==> config.mk <==
export PLATFORM = sky130hd
export DESIGN_NAME = main_control_fsm
export DESIGN_NICKNAME = d
export VERILOG_FILES = /design/src/rtl/main_control_fsm.sv
export SDC_FILE = /design/constraint.sdc
export NUM_CORES = 1
export LEC_CHECK = 0
export CORE_MARGIN = 10
export CORE_UTILIZATION = 49
export DETAILED_ROUTE_END_ITERATION = 10
export HOLD_SLACK_MARGIN = 0.12
export PLACE_DENSITY = 0.92
export SYNTH_ARGS = -nofsm -noshare
export SYNTH_HDL_FRONTEND = slang
export SYNTH_SLANG_ARGS = --single-unit
==> constraint.sdc <==
create_clock -name clk -period 2.5 [get_ports clk]
set_input_delay 0.5 -clock clk [delete_from_list [all_inputs] [get_ports clk]]
set_output_delay 0.5 -clock clk [all_outputs]
set_load 0.01 [all_outputs]
==> src/rtl/main_control_fsm.sv <==
// Multicycle main controller for the CPE-CPU datapath.
// Sequences fetch/decode/execute/mem/writeback, stalls on mem_ready and traps on bad opcodes or memory timeouts.
module main_control_fsm #(
    parameter logic [5:0]  OP_RTYPE    = 6'b000000,
    parameter logic [5:0]  OP_LW       = 6'b100011,
    parameter logic [5:0]  OP_SW       = 6'b101011,
    parameter logic [5:0]  OP_BEQ      = 6'b000100,
    parameter logic [5:0]  OP_J        = 6'b000010,
    parameter logic [5:0]  OP_ADDI     = 6'b001000,
    parameter int unsigned MEM_TIMEOUT = 255
) (
    input  logic       clk,
    input  logic       rst_n,
    input  logic [5:0] opcode,
    input  logic       mem_ready,
    output logic       pc_write,
    output logic       pc_write_cond,
    output logic       i_or_d,
    output logic       mem_read,
    output logic       mem_write,
    output logic       ir_write,
    output logic       mem_to_reg,
    output logic       reg_dst,
    output logic       reg_write,
    output logic       alu_src_a,
    output logic [1:0] alu_src_b,
    output logic [1:0] alu_op,
    output logic [1:0] pc_source,
    output logic [3:0] state,
    output logic       illegal_op,
    output logic       bus_error
);

    typedef enum logic [3:0] {
        S_FETCH     = 4'd0,
        S_DECODE    = 4'd1,
        S_MEM_ADDR  = 4'd2,
        S_MEM_READ  = 4'd3,
        S_MEM_WB    = 4'd4,
        S_MEM_WRITE = 4'd5,
        S_R_EXEC    = 4'd6,
        S_R_WB      = 4'd7,
        S_BRANCH    = 4'd8,
        S_JUMP      = 4'd9,
        S_I_EXEC    = 4'd10,
        S_I_WB      = 4'd11,
        S_TRAP      = 4'd12,
        S_RESET     = 4'd13
    } state_t;

    // The timeout fires on the MEM_TIMEOUT-th consecutive waiting cycle, before the count would reach it.
    localparam logic [7:0] TIMEOUT_LAST = 8'(MEM_TIMEOUT - 1);

    state_t     cur_state;
    state_t     next_state;
    logic [7:0] wait_cnt;
    logic [7:0] wait_cnt_next;
    logic       bus_cause;
    logic       bus_cause_next;
    logic       waiting;
    logic       timed_out;

    assign waiting   = (cur_state == S_FETCH) || (cur_state == S_MEM_READ) || (cur_state == S_MEM_WRITE);
    assign timed_out = waiting && !mem_ready && (wait_cnt == TIMEOUT_LAST);
    assign state     = cur_state;

    always_ff @(posedge clk or negedge rst_n) begin
        if (!rst_n) begin
            cur_state <= S_RESET;
            wait_cnt  <= 8'd0;
            bus_cause <= 1'b0;
        end else begin
            cur_state <= next_state;
            wait_cnt  <= wait_cnt_next;
            bus_cause <= bus_cause_next;
        end
    end

    always_comb begin
        next_state     = cur_state;
        bus_cause_next = bus_cause;
        pc_write       = 1'b0;
        pc_write_cond  = 1'b0;
        i_or_d         = 1'b0;
        mem_read       = 1'b0;
        mem_write      = 1'b0;
        ir_write       = 1'b0;
        mem_to_reg     = 1'b0;
        reg_dst        = 1'b0;
        reg_write      = 1'b0;
        alu_src_a      = 1'b0;
        alu_src_b      = 2'b00;
        alu_op         = 2'b00;
        pc_source      = 2'b00;
        illegal_op     = 1'b0;
        bus_error      = 1'b0;

        case (cur_state)
            S_RESET: next_state = S_FETCH;
            S_FETCH: begin
                mem_read  = 1'b1;
                alu_src_b = 2'b01;
                ir_write  = mem_ready;
                pc_write  = mem_ready;
                if (mem_ready) begin
                    next_state = S_DECODE;
                end else if (timed_out) begin
                    next_state     = S_TRAP;
                    bus_cause_next = 1'b1;
                end
            end
            S_DECODE: begin
                alu_src_b = 2'b11;
                if (opcode == OP_LW || opcode == OP_SW) begin
                    next_state = S_MEM_ADDR;
                end else if (opcode == OP_RTYPE) begin
                    next_state = S_R_EXEC;
                end else if (opcode == OP_BEQ) begin
                    next_state = S_BRANCH;
                end else if (opcode == OP_J) begin
                    next_state = S_JUMP;
                end else if (opcode == OP_ADDI) begin
                    next_state = S_I_EXEC;
                end else begin
                    next_state     = S_TRAP;
                    bus_cause_next = 1'b0;
                end
            end
            S_MEM_ADDR: begin
                alu_src_a  = 1'b1;
                alu_src_b  = 2'b10;
                next_state = (opcode == OP_LW) ? S_MEM_READ : S_MEM_WRITE;
            end
            S_MEM_READ: begin
                mem_read = 1'b1;
                i_or_d   = 1'b1;
                if (mem_ready) begin
                    next_state = S_MEM_WB;
                end else if (timed_out) begin
                    next_state     = S_TRAP;
                    bus_cause_next = 1'b1;
                end
            end
            S_MEM_WB: begin
                reg_write  = 1'b1;
                mem_to_reg = 1'b1;
                next_state = S_FETCH;
            end
            S_MEM_WRITE: begin
                mem_write = 1'b1;
                i_or_d    = 1'b1;
                if (mem_ready) begin
                    next_state = S_FETCH;
                end else if (timed_out) begin
                    next_state     = S_TRAP;
                    bus_cause_next = 1'b1;
                end
            end
            S_R_EXEC: begin
                alu_src_a  = 1'b1;
                alu_op     = 2'b10;
                next_state = S_R_WB;
            end
            S_R_WB: begin
                reg_write  = 1'b1;
                reg_dst    = 1'b1;
                next_state = S_FETCH;
            end
            S_BRANCH: begin
                alu_src_a     = 1'b1;
                alu_op        = 2'b01;
                pc_write_cond = 1'b1;
                pc_source     = 2'b01;
                next_state    = S_FETCH;
            end
            S_JUMP: begin
                pc_write   = 1'b1;
                pc_source  = 2'b10;
                next_state = S_FETCH;
            end
            S_I_EXEC: begin
                alu_src_a  = 1'b1;
                alu_src_b  = 2'b10;
                next_state = S_I_WB;
            end
            S_I_WB: begin
                reg_write  = 1'b1;
                next_state = S_FETCH;
            end
            S_TRAP: begin
                illegal_op = !bus_cause;
                bus_error  = bus_cause;
                next_state = S_FETCH;
            end
            default: next_state = S_FETCH;
        endcase

        // Count only consecutive stalled cycles within one access; any progress or completion restarts it.
        if (waiting && !mem_ready && (next_state == cur_state)) begin
            wait_cnt_next = wait_cnt + 8'd1;
        end else begin
            wait_cnt_next = 8'd0;
        end
    end

endmodule
Figure 1. Register map, names as in the netlist.
Scale bar: 20 um.
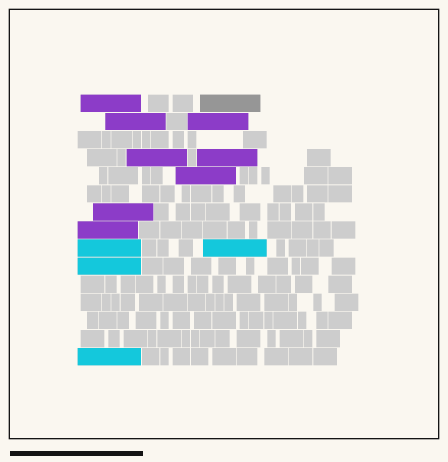
state -> cyan  # placed flops 4, where west
wait_cnt -> purple  # placed flops 8
not coloured = 1
final cell utilization of the core: 0.737
register area: 330 um^2
P_seq: 331 uW
fraction of area in registers: 0.249

Figure 2. Placed standard cells.
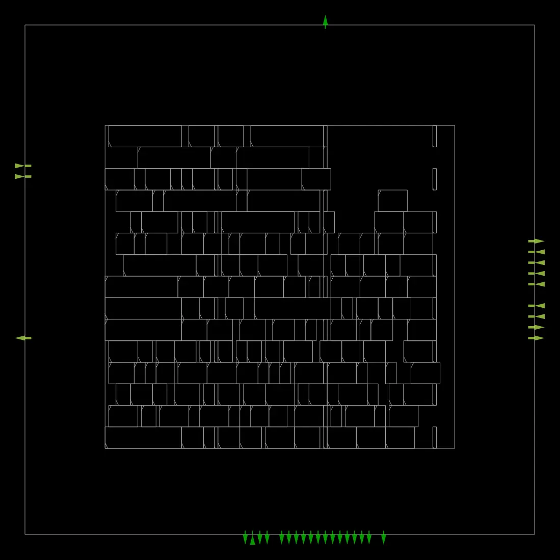
well tap count: 25
number of sequential cells: 13
area of the core: 0.00180 mm^2

Figure 3. I/O nets highlighted.
Scale bar: 20 um.
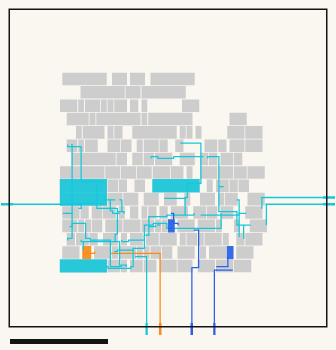
alu_op -> blue  # bits 2, direction output, edge south, end cells 2, buffers 2, wire 44.8 um
state -> cyan  # bits 4, direction output, edge 2 east, 1 south, 1 west, end cells 4, buffers 6, wire 317 um
alu_src_a -> orange  # bits 1, direction output, edge south, end cells 1, buffers 1, wire 26.9 um

==> notes.md <==
Implementation results.

The power share of the combinational group is 0.608. The post-synth net total is 128. Buffers inserted to repair hold after CTS numbered 0. The final timing report lists clock skew as 0.557 ps.

The synthesized cell area is 965 um^2. The commonest non-fill, non-tap cell in the layout is clkdlybuf4s50_1. The worst endpoint data arrival time is 1920 ps. In this run the tools logged warnings totalling 27. The share of synthesized registers carrying an async set or reset is 1.00. Per the Yosys statistics, synthesis produced 117 cells. The slew check shows that the tightest pin keeps a relative margin of 0.627. Multi-input combinational cells in the finished layout were counted as 92.

The layout has 4 clock buffers. At the pin with the least slew margin, the transition time is 557 ps. The number of filler instances in the final layout is 146. The met2 track demand over resource is 0.223.

Counting distinct cell types in the post-synthesis netlist gives 40. The total clock network power is 129 uW. The chip area from the yosys synthesis statistics is 965 um^2. The largest power group is combinational logic.

Post-CTS timing repair inserted 3 buffers for setup. The script reports the combined buffer and inverter count of the critical path as 1. The routed length on met3 is 221 um.

Timing would allow up to 413 MHz. The clock passes through at most 2 buffers. The share of cells above drive strength 1 is 0.137. Measured on the final layout, buffering overhead outside the clock network stands at 0.276.

The detailed router reported a total wirelength of 2.87 mm. The share of total power in the clock network is 0.110. The final timing report counts setup violations totalling 0.

The setup path with the least slack is of type flop to output pin. On the final layout, the worst hold slack is 563 ps. The die height is 64.4 um. The met1 usage in global routing is 0.165. Routed signal wires occupy layers up through met4. The placed instance area is 0.00125 mm^2. Per the TritonCTS log, the buffer count is 3.

The final-layout setup total negative slack is 0 ps. The chip footprint is 0.00414 mm^2. At the end of the flow, the number of nets in the layout was 165. The share of the yosys chip area belonging to registers is 0.341.

Listed in order, past its start point the critical path passes nand2b_1 -> nand2_1 -> o22ai_1 -> clkdlybuf4s50_1. The largest area contributor in the synthesized netlist is dfrtp_1. The flow ran to the end, and the final reports show no timing, DRC or antenna violations.

The power report puts the net switching power at 480 uW. The pre-CTS worst setup slack is 183 ps. The mean number of vias per cell is 5.67. The non-clock buffer instance count of the final layout is 39. In the synthesized netlist, the cells that appear most often are nor2_1 (21), dfrtp_1 (10), nand2_1 (9), nand3_1 (7), xor2_1 (7). 31 I/O pins were placed. The routed wirelength on the met1 layer is recorded as 1.16 mm. The number of sinks on the clock net is 13. The startpoint identified for the worst register-to-register timing path is state[2]. In the synthesized netlist the dominant register cell turns out to be dfrtp_1. TritonCTS built the clock tree. After detailed routing, the average wire length per cell comes to 16.1 um. The total overflow left after global routing is 0.
[logic make-up after synthesis]
logic type | share of synthesized area
AND-OR/OR-AND | 0.140
AND/OR/NAND/NOR | 0.333
XOR/XNOR | 0.0726
flip-flops | 0.341
adder cells (fa/ha/maj) | 0.0259
buffers and inverters | 0.0869
[per-stage QoR]
stage | std cells | util
floorplan | 117 | -
global placement | 168 | 0.696
detailed placement | 168 | 0.696
CTS | 175 | 0.724
global route | 178 | 0.737
finish | 178 | 0.737
[worst max path at each step]
stage                     slack [ps]             to  cells past startpoint
final                             80      reg_write                      4
after global routing              20       mem_read                      4
after CTS                         60  pc_write_cond                      4
after detailed placement         180       pc_write                      4
after global placement           190       pc_write                      4
after floorplan                  680       pc_write                      4
[state kept, by name (all words and copies together), names as in the netlist]
register / flops
wait_cnt: 8
bus_cause: 1
state: 4
Power and IR drop assume default switching activity.
